### Met2 routing

Drawn at 2 px/um.
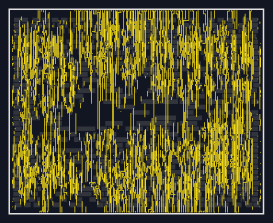
### A small window of the routed layout

Region (43, 51) to (83, 91) um. Cells in grey, sequential cells in the stronger grey; small squares are vias.
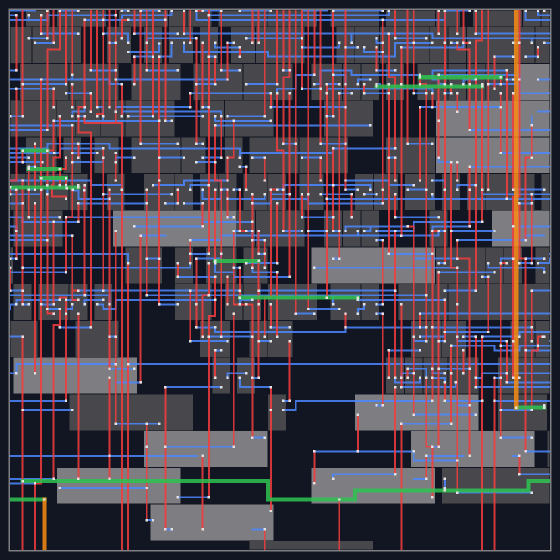
==> config.mk <==
export PLATFORM = sky130hd
export DESIGN_NAME = ram_port_arbiter
export DESIGN_NICKNAME = d
export VERILOG_FILES = /design/src/rtl/ram_port_arbiter.sv
export SDC_FILE = /design/constraint.sdc
export NUM_CORES = 1
export LEC_CHECK = 0
export ABC_AREA = 1
export CAP_MARGIN = 20
export CORE_ASPECT_RATIO = 0.8
export CORE_UTILIZATION = 42
export CTS_CLUSTER_DIAMETER = 50
export DETAILED_ROUTE_END_ITERATION = 10
export PLACE_DENSITY = 0.95
export RECOVER_POWER = 50
export SLEW_MARGIN = 0
export SYNTH_ARGS = -nofsm -noshare
export SYNTH_HDL_FRONTEND = slang
export SYNTH_SLANG_ARGS = --single-unit
==> constraint.sdc <==
create_clock -name clk_i -period 4.6 [get_ports clk_i]
set_input_delay 0.69 -clock clk_i [delete_from_list [all_inputs] [get_ports clk_i]]
set_output_delay 0.69 -clock clk_i [all_outputs]
set_load 0.02 [all_outputs]
==> impl_results.html <==
<h3>Flow metrics</h3>
<table>
<tr><th>Metric</th><th>Value</th></tr>
<tr><th colspan="2">Outcome</th></tr>
<tr><td>Outcome</td><td>finished, violations left</td></tr>
<tr><td>Violations in the final reports</td><td>max-capacitance violations, max-slew violations</td></tr>
<tr><th colspan="2">Clocking</th></tr>
<tr><td>Clock Latency Late Sink</td><td>0.32 ns</td></tr>
<tr><td>Post-CTS Setup Bufs</td><td>0</td></tr>
<tr><td>Number of buffers between clock root and the deepest sink</td><td>2</td></tr>
<tr><th colspan="2">Power and ir drop</th></tr>
<tr><td>Leakage power figure</td><td>0.00434 uW</td></tr>
<tr><td>Power in combinational cells</td><td>791 uW</td></tr>
<tr><td>Combinational group share of total power</td><td>roughly a third</td></tr>
<tr><td>Seq group</td><td>885 uW</td></tr>
<tr><td>Clk pwr share</td><td>30.9%</td></tr>
<tr><th colspan="2">Placement</th></tr>
<tr><td>Detail Placement HPWL</td><td>14600 um</td></tr>
<tr><th colspan="2">Synthesis</th></tr>
<tr><td>Synthesis area per yosys</td><td>0.00520 mm^2</td></tr>
<tr><td>XOR/XNOR Area Share</td><td>0%</td></tr>
<tr><td>Share of synthesized cell area in and-or and or-and compound cells</td><td>between 10% and 20%</td></tr>
<tr><td>Netlist area before placement</td><td>0.00520 mm^2</td></tr>
<tr><td>Syn Inst Count</td><td>837</td></tr>
<tr><td>Most instantiated library cell after synthesis</td><td>nand2_1</td></tr>
<tr><td>Library cell with the largest summed area after synthesis</td><td>dfrtp_1</td></tr>
<tr><th colspan="2">GRT</th></tr>
<tr><td>Via count of the first global-routing pass</td><td>6434</td></tr>
<tr><td>First-pass GRT wire length</td><td>~32000 um</td></tr>
<tr><td>Pin count of the biggest net entering global routing</td><td>74</td></tr>
<tr><td>Residual overflow from global routing</td><td>0</td></tr>
<tr><th colspan="2">Critical path</th></tr>
<tr><td>Reg2reg setup slack</td><td>1.28 ns</td></tr>
<tr><td>Arrival time of the worst setup path</td><td>~3.2 ns</td></tr>
<tr><td>Slowest cell delay on critical path</td><td>0.66 ns</td></tr>
<tr><th colspan="2">Timing</th></tr>
<tr><td>Slew Viols, Final</td><td>74</td></tr>
<tr><td>Time the worst path needs with I/O delays and setup</td><td>3.86 ns</td></tr>
<tr><td>Worst Setup Slack, final</td><td>0.740 ns</td></tr>
<tr><th colspan="2">Run</th></tr>
<tr><td>Number of max-capacitance violations reported</td><td>1</td></tr>
<tr><th colspan="2">Min path</th></tr>
<tr><td>Number of cells on the worst hold path</td><td>2</td></tr>
<tr><th colspan="2">Final layout</th></tr>
<tr><td>Share of layout cells above drive strength 1</td><td>under 10%</td></tr>
<tr><td>Most common library cell in the layout ignoring fill and taps</td><td>nand2_1</td></tr>
<tr><th colspan="2">Route</th></tr>
<tr><td>Routed length per placed instance</td><td>16.9 um</td></tr>
<tr><td>Antenna-violating nets left</td><td>0</td></tr>
</table>
Notes on 'Met2 routing' above:
The layer holds 50% of the routed length. The longest straight run is 45.9 um. The layer carries 10500 um of wire.
Total Wirelength: 21000 um
total via count after detailed routing: 6969
met2 global-route usage: 54.4%

Notes on 'A small window of the routed layout' above:
Key: M3 = green; M2 = red; M1 = blue; M4 = orange
118 logic cells have their middle in the window. Most frequent: nand2_1 (44), clkdlybuf4s50_1 (25). Sequential cells in the window: 11.

==> critical path: cells and delay by family <==
kind / cells / cell delay [ns]
compound gates: 1 / 0.30
buf+inv: 3 / 1.63
simple gates: 3 / 0.53
==> per-layer routing <==
layer | track usage [%] | up-vias | routed length [um]
met3 | 7.50 | 59 | 1710
met1 | 38.0 | 3287 | 8180
met5 | 0 | - | 0
li1 | - | 3252 | -
met4 | 14.2 | 0 | 668
met2 | 54.4 | 371 | 10500
==> final cells by class <==
| type | count | area [um^2] |
|---|---|---|
| fill | 961 | 3250 |
| timing repair buffer | 319 | 3130 |
| multi-input combinational | 615 | 2780 |
| sequential | 73 | 1830 |
| inverter | 77 | 289 |
| clock buffer | 12 | 246 |
| tap | 148 | 185 |
| clock inverter | 4 | 76.3 |
Power figures rest on the tool's default switching activity, not on a simulated workload.
